**config.mk**
```make
export PLATFORM = sky130hd
export DESIGN_NAME = board_input_ctrl_flat
export DESIGN_NICKNAME = d
export VERILOG_FILES = /design/src/rtl/board_io_pkg.sv /design/src/rtl/board_input_ctrl_if.sv /design/src/rtl/input_debounce.sv /design/src/rtl/board_input_ctrl.sv /design/src/flat_wrapper.sv
export SDC_FILE = /design/constraint.sdc
export NUM_CORES = 1
export LEC_CHECK = 0
export CAP_MARGIN = 20
export CORE_MARGIN = 5
export CORE_UTILIZATION = 51
export CTS_CLUSTER_SIZE = 10
export DETAILED_ROUTE_END_ITERATION = 7
export PLACE_DENSITY = 0.84
export SLEW_MARGIN = 20
export SYNTH_ARGS = -nofsm -noshare
export SYNTH_HDL_FRONTEND = slang
export SYNTH_HIERARCHICAL = 1
export SYNTH_SLANG_ARGS = --single-unit
```
**constraint.sdc**
```tcl
create_clock -name clk -period 1.4 [get_ports clk]
set_input_delay 0.28 -clock clk [delete_from_list [all_inputs] [get_ports clk]]
set_output_delay 0.28 -clock clk [all_outputs]
set_load 0.1 [all_outputs]
```
**src/rtl/board_io_pkg.sv**
```systemverilog
// board_io_pkg: shared constants for the MyComputer board input controller.
//   - register word addresses (STATE, EVENTS, IRQ_MASK, CONFIG)
//   - default data bus width
//   - channel index constants for SW[9:0] and KEY[3:0]
//   - helper that packs the read-only CONFIG word
package board_io_pkg;

   localparam int DATA_W_DEF = 32;

   localparam logic [1:0] ADDR_STATE  = 2'd0;
   localparam logic [1:0] ADDR_EVENTS = 2'd1;
   localparam logic [1:0] ADDR_MASK   = 2'd2;
   localparam logic [1:0] ADDR_CONFIG = 2'd3;

   localparam int SW0  = 0;
   localparam int SW1  = 1;
   localparam int SW2  = 2;
   localparam int SW3  = 3;
   localparam int SW4  = 4;
   localparam int SW5  = 5;
   localparam int SW6  = 6;
   localparam int SW7  = 7;
   localparam int SW8  = 8;
   localparam int SW9  = 9;
   localparam int KEY0 = 10;
   localparam int KEY1 = 11;
   localparam int KEY2 = 12;
   localparam int KEY3 = 13;

   // CONFIG word layout: {debounce cycles[23:0], channel count[7:0]}
   function automatic logic [31:0] config_word(input int unsigned dcycles, input int unsigned nch);
      logic [31:0] dc_v;
      logic [31:0] nch_v;
      dc_v  = 32'(dcycles);
      nch_v = 32'(nch);
      return {dc_v[23:0], nch_v[7:0]};
   endfunction

endpackage

```
**src/rtl/board_input_ctrl_if.sv**
```systemverilog
// board_input_ctrl_if: register bus between the CPU side and the input controller.
//   addr   : register word address (master -> slave)
//   wr     : 1-cycle write strobe   (master -> slave)
//   wdata  : write data             (master -> slave)
//   rd     : 1-cycle read strobe    (master -> slave)
//   rdata  : registered read data   (slave -> master)
//   rvalid : 1-cycle rdata valid    (slave -> master)
interface board_input_ctrl_if
   import board_io_pkg::*;
#(
   parameter int DATA_W = DATA_W_DEF
);
   logic [1:0]        addr;
   logic              wr;
   logic [DATA_W-1:0] wdata;
   logic              rd;
   logic [DATA_W-1:0] rdata;
   logic              rvalid;

   modport master (output addr, output wr, output wdata, output rd,
                   input  rdata, input rvalid);
   modport slave  (input  addr, input  wr, input  wdata, input  rd,
                   output rdata, output rvalid);
endinterface

```
**src/rtl/input_debounce.sv**
```systemverilog
// input_debounce: one input channel.
//   2-flop synchroniser (polarity applied before it), counter debouncer, stable bit.
//   clk, reset  : clock, async active-high reset
//   raw_in      : unsynchronised board input
//   stable_out  : debounced, polarity-corrected level (registered)
//   rise_out    : high in the cycle whose closing edge takes stable 0->1
module input_debounce #(
   parameter int   DEBOUNCE_CYCLES = 4,
   parameter logic INVERT          = 1'b0
) (
   input  logic clk,
   input  logic reset,
   input  logic raw_in,
   output logic stable_out,
   output logic rise_out
);

   localparam int CNT_W = $clog2(DEBOUNCE_CYCLES) + 1;
   localparam logic [CNT_W-1:0] CNT_LAST = CNT_W'(DEBOUNCE_CYCLES - 1);

   logic             s1_r;
   logic             s2_r;
   logic             stable_r;
   logic [CNT_W-1:0] cnt_r;
   logic [CNT_W-1:0] cnt_nxt_s;
   logic             stable_nxt_s;

   // Next-state of the debounce counter and stable level
   always_comb begin
      cnt_nxt_s    = cnt_r;
      stable_nxt_s = stable_r;
      if (s2_r == stable_r) begin
         cnt_nxt_s = '0;
      end else if (cnt_r == CNT_LAST) begin
         stable_nxt_s = s2_r;
         cnt_nxt_s    = '0;
      end else begin
         cnt_nxt_s = cnt_r + CNT_W'(1);
      end
   end

   // Synchroniser, counter and stable level registers
   always_ff @(posedge clk or posedge reset) begin
      if (reset) begin
         s1_r     <= 1'b0;
         s2_r     <= 1'b0;
         stable_r <= 1'b0;
         cnt_r    <= '0;
      end else begin
         s1_r     <= raw_in ^ INVERT;
         s2_r     <= s1_r;
         stable_r <= stable_nxt_s;
         cnt_r    <= cnt_nxt_s;
      end
   end

   assign stable_out = stable_r;
   // Combinational so the top can set the event on the same edge stable rises
   assign rise_out   = stable_nxt_s & ~stable_r;

endmodule

```
**src/rtl/board_input_ctrl.sv**
```systemverilog
// board_input_ctrl: CPU-readable controller for the board switches and keys.
//   clk, reset  : clock, async active-high reset
//   raw_in      : unsynchronised SW/KEY levels
//   bus         : register slave port (STATE, EVENTS w1c, IRQ_MASK, CONFIG)
//   stable_out  : debounced, polarity-corrected levels
//   irq         : |(events & mask), registered
// Optional feature macro INPUT_IRQ_EN: when undefined there are no mask flops,
// address 2 reads 0 and irq is tied low.
module board_input_ctrl
   import board_io_pkg::*;
#(
   parameter int          NUM_CH          = 14,
   parameter int          DEBOUNCE_CYCLES = 4,
   parameter logic [31:0] ACTIVE_LOW_MASK = 32'h0000_3C00,
   parameter int          DATA_W          = DATA_W_DEF
) (
   input  logic              clk,
   input  logic              reset,
   input  logic [NUM_CH-1:0] raw_in,
   board_input_ctrl_if.slave bus,
   output logic [NUM_CH-1:0] stable_out,
   output logic              irq
);

   localparam logic [31:0] CONFIG_WORD = config_word(DEBOUNCE_CYCLES, NUM_CH);

   logic [NUM_CH-1:0] stable_s;
   logic [NUM_CH-1:0] rise_s;
   logic [NUM_CH-1:0] w1c_s;
   logic [NUM_CH-1:0] events_r;
   logic [DATA_W-1:0] rd_word_s;
   logic [DATA_W-1:0] rdata_r;
   logic              rvalid_r;

   for (genvar gi = 0; gi < NUM_CH; gi++) begin : g_ch
      input_debounce #(
         .DEBOUNCE_CYCLES (DEBOUNCE_CYCLES),
         .INVERT          (ACTIVE_LOW_MASK[gi])
      ) u_deb (
         .clk        (clk),
         .reset      (reset),
         .raw_in     (raw_in[gi]),
         .stable_out (stable_s[gi]),
         .rise_out   (rise_s[gi])
      );
   end

   assign stable_out = stable_s;

   // Write-1-to-clear bits for EVENTS
   always_comb begin
      w1c_s = '0;
      if (bus.wr && (bus.addr == ADDR_EVENTS)) begin
         w1c_s = bus.wdata[NUM_CH-1:0];
      end else begin
         w1c_s = '0;
      end
   end

   // Sticky rising-edge events; a rise on the same edge as a clear wins
   always_ff @(posedge clk or posedge reset) begin
      if (reset) begin
         events_r <= '0;
      end else begin
         events_r <= (events_r & ~w1c_s) | rise_s;
      end
   end

`ifdef INPUT_IRQ_EN
   logic [NUM_CH-1:0] mask_r;
   logic              irq_r;

   // Interrupt mask register and registered interrupt request
   always_ff @(posedge clk or posedge reset) begin
      if (reset) begin
         mask_r <= '0;
         irq_r  <= 1'b0;
      end else begin
         if (bus.wr && (bus.addr == ADDR_MASK)) begin
            mask_r <= bus.wdata[NUM_CH-1:0];
         end
         irq_r <= |(events_r & mask_r);
      end
   end

   assign irq = irq_r;
`else
   assign irq = 1'b0;
`endif

   // Read mux over pre-edge register values, zero above NUM_CH
   always_comb begin
      rd_word_s = '0;
      case (bus.addr)
         ADDR_STATE:  rd_word_s[NUM_CH-1:0] = stable_s;
         ADDR_EVENTS: rd_word_s[NUM_CH-1:0] = events_r;
`ifdef INPUT_IRQ_EN
         ADDR_MASK:   rd_word_s[NUM_CH-1:0] = mask_r;
`else
         ADDR_MASK:   rd_word_s = '0;
`endif
         ADDR_CONFIG: rd_word_s = DATA_W'(CONFIG_WORD);
         default:     rd_word_s = '0;
      endcase
   end

   // Registered read data (held between reads) and single-cycle valid
   always_ff @(posedge clk or posedge reset) begin
      if (reset) begin
         rdata_r  <= '0;
         rvalid_r <= 1'b0;
      end else begin
         rvalid_r <= bus.rd;
         if (bus.rd) begin
            rdata_r <= rd_word_s;
         end
      end
   end

   assign bus.rdata  = rdata_r;
   assign bus.rvalid = rvalid_r;

endmodule
```
**src/flat_wrapper.sv**
```systemverilog
// flat-port wrapper written by rule: the top's interface ports become plain ports
module board_input_ctrl_flat import board_io_pkg::*;
#(
   parameter int          NUM_CH          = 14,
   parameter int          DEBOUNCE_CYCLES = 4,
   parameter logic [31:0] ACTIVE_LOW_MASK = 32'h0000_3C00,
   parameter int          DATA_W          = DATA_W_DEF
)
  (clk, reset, raw_in, stable_out, irq, bus_addr, bus_wr, bus_wdata, bus_rd, bus_rdata, bus_rvalid);
  board_input_ctrl_if #(.DATA_W(DATA_W)) bus_i ();
  input  logic clk;
  input  logic reset;
  input  logic [NUM_CH-1:0] raw_in;
  output logic [NUM_CH-1:0] stable_out;
  output logic irq;
  input wire logic [$bits(bus_i.addr)-1:0] bus_addr;
  input wire logic [$bits(bus_i.wr)-1:0] bus_wr;
  input wire logic [$bits(bus_i.wdata)-1:0] bus_wdata;
  input wire logic [$bits(bus_i.rd)-1:0] bus_rd;
  output wire logic [$bits(bus_i.rdata)-1:0] bus_rdata;
  output wire logic [$bits(bus_i.rvalid)-1:0] bus_rvalid;
  assign bus_i.addr = bus_addr;
  assign bus_i.wr = bus_wr;
  assign bus_i.wdata = bus_wdata;
  assign bus_i.rd = bus_rd;
  assign bus_rdata = bus_i.rdata;
  assign bus_rvalid = bus_i.rvalid;
  board_input_ctrl #(.NUM_CH(NUM_CH), .DEBOUNCE_CYCLES(DEBOUNCE_CYCLES), .ACTIVE_LOW_MASK(ACTIVE_LOW_MASK), .DATA_W(DATA_W)) u_core (.clk(clk), .reset(reset), .raw_in(raw_in), .bus(bus_i), .stable_out(stable_out), .irq(irq));
endmodule
```
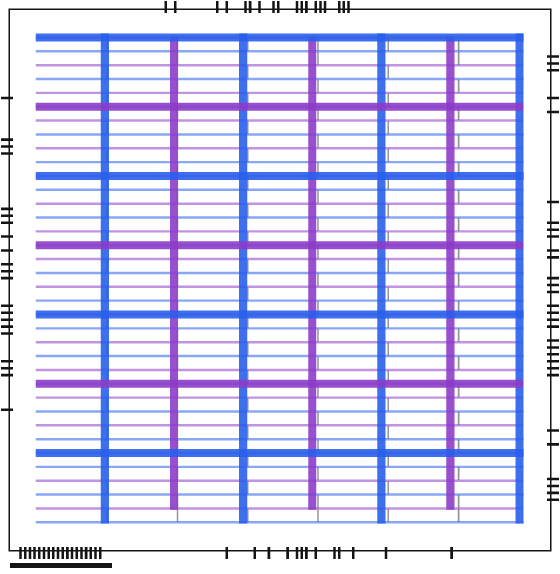
*Supply network, run 1*
The bar under the picture is 20 um long. Pins as bars on the die edge. Tap cells in grey.
colour	net
blue	VSS
purple	VDD
tap cells	111
met1 rails	36
signal pins	100

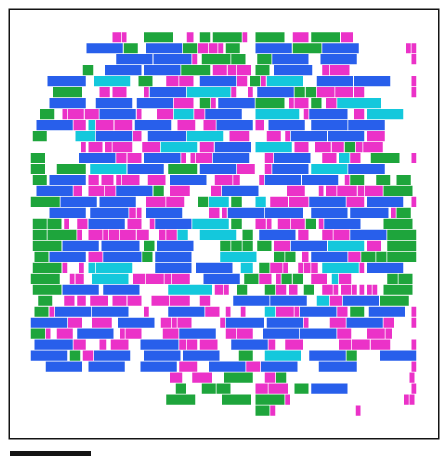
*Cells coloured by class, run 1*
The bar under the picture is 20 um long.
colour	class	cells	share of their area
green	remaining buffers and delay cells	95	18%
magenta	remaining logic cells	229	28%
cyan	clock drivers and dummy loads	32	9.8%
blue	sequential cells	113	45%

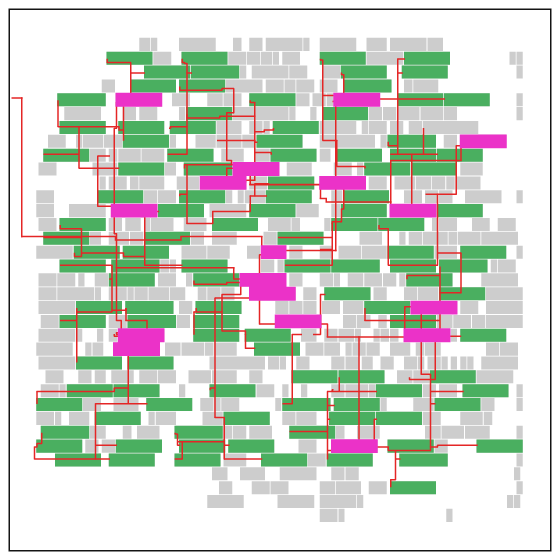
*Clock distribution, run 1*
[green] flip-flops | count: 113
[magenta] clock-net drivers | count: 17
[red] clock wires | length: 1360 um
flops lie	all over the die
routed clock nets	18

==> notes.md, run 1 <==
Main metrics from the flow reports.

The flow ran to the end, but the final reports show violations. The final reports fail on negative setup slack. The main logic family after synthesis is simple AND/OR/NAND/NOR gates. The endpoint identified for the worst register-to-register timing path is u_core/g_ch[6].u_deb/cnt_r[2]$_DFF_PP0_. The yosys warning tally is 6.

The worst setup path is launched from a flip-flop. The filler cell count came out at approximately 590. Row generation in the floorplan step produced 35 rows. The relative area change from synthesis to final layout came out at 38.79%. The floorplan die height is around 110 um.

The area fraction in full adders, half adders and majority gates came out at 0.03724. Per the synthesis report, the simple-gate share of the synthesized area is 0.1697. The total of endpoints with negative setup slack in the final report is 2.

The number of cells on the critical path is 1. The critical path capture point type is a primary output. The distinct cell type count of the synthesized netlist is 28. The critical path in the final layout is reported with a setup slack of -0.004486 ns.

The hold path endpoint is u_core/g_ch[1].u_deb/s1_r$_DFF_PP0_. The number of nets in the layout is between 500 and 600. The dominant cell by count in the synthesized netlist is sky130_fd_sc_hd__dfrtp_1.
## run 1: repair_timing
action / 4_1_cts / 5_1_grt
endpoints found under the setup margin: 24 / 28
buffers inserted: 16 / 2
hold endpoints to repair: 0 / 0
## run 1: power by group
group	switching (mW)	internal [mW]	total [mW]
logic	3.78	2.67	6.46
clock network	1.49	2.98	4.47
registers	0.644	4.15	4.79
## run 1: final cells by class
| cell class | instances | area share |
|---|---|---|
| inverter | 33 | 0.01898 |
| timing repair buffer | 95 | 0.1775 |
| antenna | 1 | 0.0003834 |
| tap | 111 | 0.02128 |
| sequential | 113 | 0.4359 |
| clock inverter | 13 | 0.02799 |
| multi-input combinational | 196 | 0.2503 |
| clock buffer | 19 | 0.06766 |
==> run 2, diff against run 1 <==
--- a/config.mk
+++ b/config.mk
@@ -7,10 +7,11 @@
 export LEC_CHECK = 0
 export CAP_MARGIN = 20
 export CORE_MARGIN = 5
-export CORE_UTILIZATION = 51
+export CORE_UTILIZATION = 55
 export CTS_CLUSTER_SIZE = 10
 export DETAILED_ROUTE_END_ITERATION = 7
-export PLACE_DENSITY = 0.84
+export PLACE_DENSITY = 0.89
+export RECOVER_POWER = 50
 export SLEW_MARGIN = 20
 export SYNTH_ARGS = -nofsm -noshare
 export SYNTH_HDL_FRONTEND = slang
==> constraint.sdc (replaced) <==
create_clock -name clk -period 1.8 [get_ports clk]
set_input_delay 0.36 -clock clk [delete_from_list [all_inputs] [get_ports clk]]
set_output_delay 0.36 -clock clk [all_outputs]
set_load 0.1 [all_outputs]
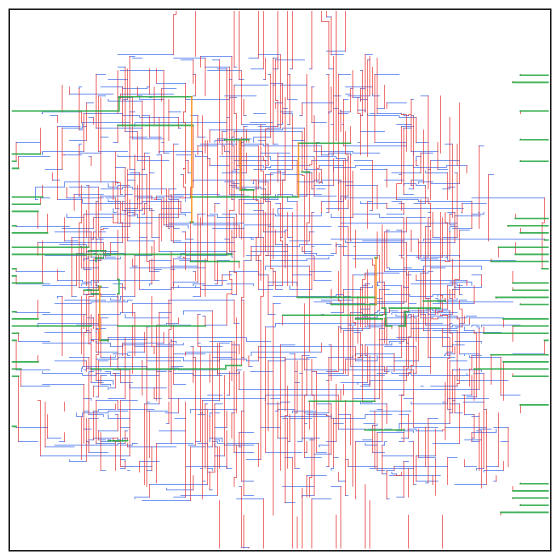
*Metal layers overlaid, run 2*
colour	layer	wire length
orange	M4	62.6 um
red	M2	5000 um
green	M3	587 um
blue	M1	3730 um
overall routed net length: 9374 um
routed wirelength normalized by instance count: 17.01 um
total via count after detailed routing: 2887

==> notes.md, run 2 <==
Main metrics from the flow reports.

Run status: finished clean (was complete, but fails checks). The register ranked first by flip-flop count is u_core/g_ch.u_deb/cnt_r (unchanged). The critical path capture point type is a primary output (unchanged). The power of the sequential group came to 3.83 mW (was 4.79 mW). The number of global-route vias before repair is 3265 (was 3334). The number of placement rows was 33 (was 35). The internal power consumption came out at 7.072 mW (was 9.799 mW). The area fraction in full adders, half adders and majority gates came out at 0.03724 (unchanged). The switching power share of the total is 0.3866 (was 0.3766). The share of synthesized cell area in and, or, nand and nor gates is 0.1697 (unchanged). The relative area change from synthesis to final layout came to 33.23% (was 38.79%).

The number of antenna diodes came to 0 (was 1). The number of nets in the layout is 500 (was 522). The total met3 wirelength after detailed routing was 586 um (was 375 um). The least setup slack across all paths after layout came out at 0.2421 ns (was -0.004486 ns). The end of the worst register-to-register path is u_core/g_ch[10].u_deb/stable_out$_DFF_PP0_ (was u_core/g_ch[6].u_deb/cnt_r[2]$_DFF_PP0_). The final tally of max-slew violations is 0 (unchanged). The reported net switching power was 4.456 mW (was 5.920 mW). The power share of the clock group came to 0.272 (was 0.284).

The yosys warning tally is 6 (unchanged). The register share of total power is 0.333 (was 0.305). The hold path endpoint is u_core/g_ch[5].u_deb/s2_r$_DFF_PP0_ (was u_core/g_ch[1].u_deb/s1_r$_DFF_PP0_). The combinational-cell power consumption came out at 4.56 mW (was 6.46 mW). The non-filler instance count after layout is 551 (was 581). The I/O pin total is 100 (unchanged). The combinational power share was 0.396 (was 0.411).

The leading power group is combinational cells (unchanged). The floorplan die height came out at 102.5 um (was 106.0 um). The main logic family after synthesis was simple AND/OR/NAND/NOR gates (unchanged).

The number of buffers inserted by post-CTS setup repair came out at 0 (was 16). The total of endpoints with negative setup slack in the final report came to 0 (was 2). The depth of the worst register-to-register path came out at 3 (was 4). The distinct cell type count of the synthesized netlist is 28 (unchanged).

The commonest non-fill, non-tap cell in the layout is sky130_fd_sc_hd__dfrtp_1 (unchanged). The dominant cell by count in the synthesized netlist is sky130_fd_sc_hd__dfrtp_1 (unchanged). The number of cells on the critical path is 1 (unchanged). The clock distribution power was 3.13 mW (was 4.47 mW).

The kind of start point of the critical path is a flip-flop (unchanged).
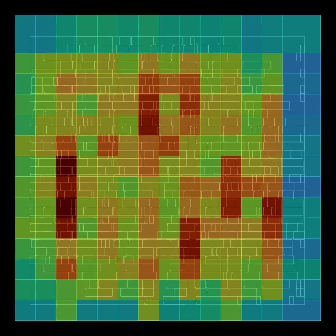
*Track usage over the die, run 2*
met3 usage: 0.07167
met2 Usage GRT: 0.3396
GR met1 Demand/Resource: 0.2298

[run 2: netlist changes by cell type in the layout (fill, tap and decap cells not counted), sizes merged]
cell | previous run | this run
clkbuf | 19 | 25
inv | 34 | 33
clkdlybuf4s50 | 33 | 18
diode | 1 | 0
dlygate4sd3 | 0 | 15
buf | 62 | 36
bufinv | 4 | 2
[run 2: layout make-up]
cell class / instances / share of cell area
clock buffer: 21 / 0.07328
multi-input combinational: 196 / 0.2608
clock inverter: 10 / 0.01757
tap: 105 / 0.02097
timing repair buffer: 73 / 0.1563
inverter: 33 / 0.01977
sequential: 113 / 0.4513
[run 2: routing by layer]
metal	vias to the layer above	global-route usage
met4	0	0.06256
li1	1313	-
met3	10	0.07167
met1	1459	0.2298
met2	105	0.3396
met5	-	0
Power and IR drop assume default switching activity.
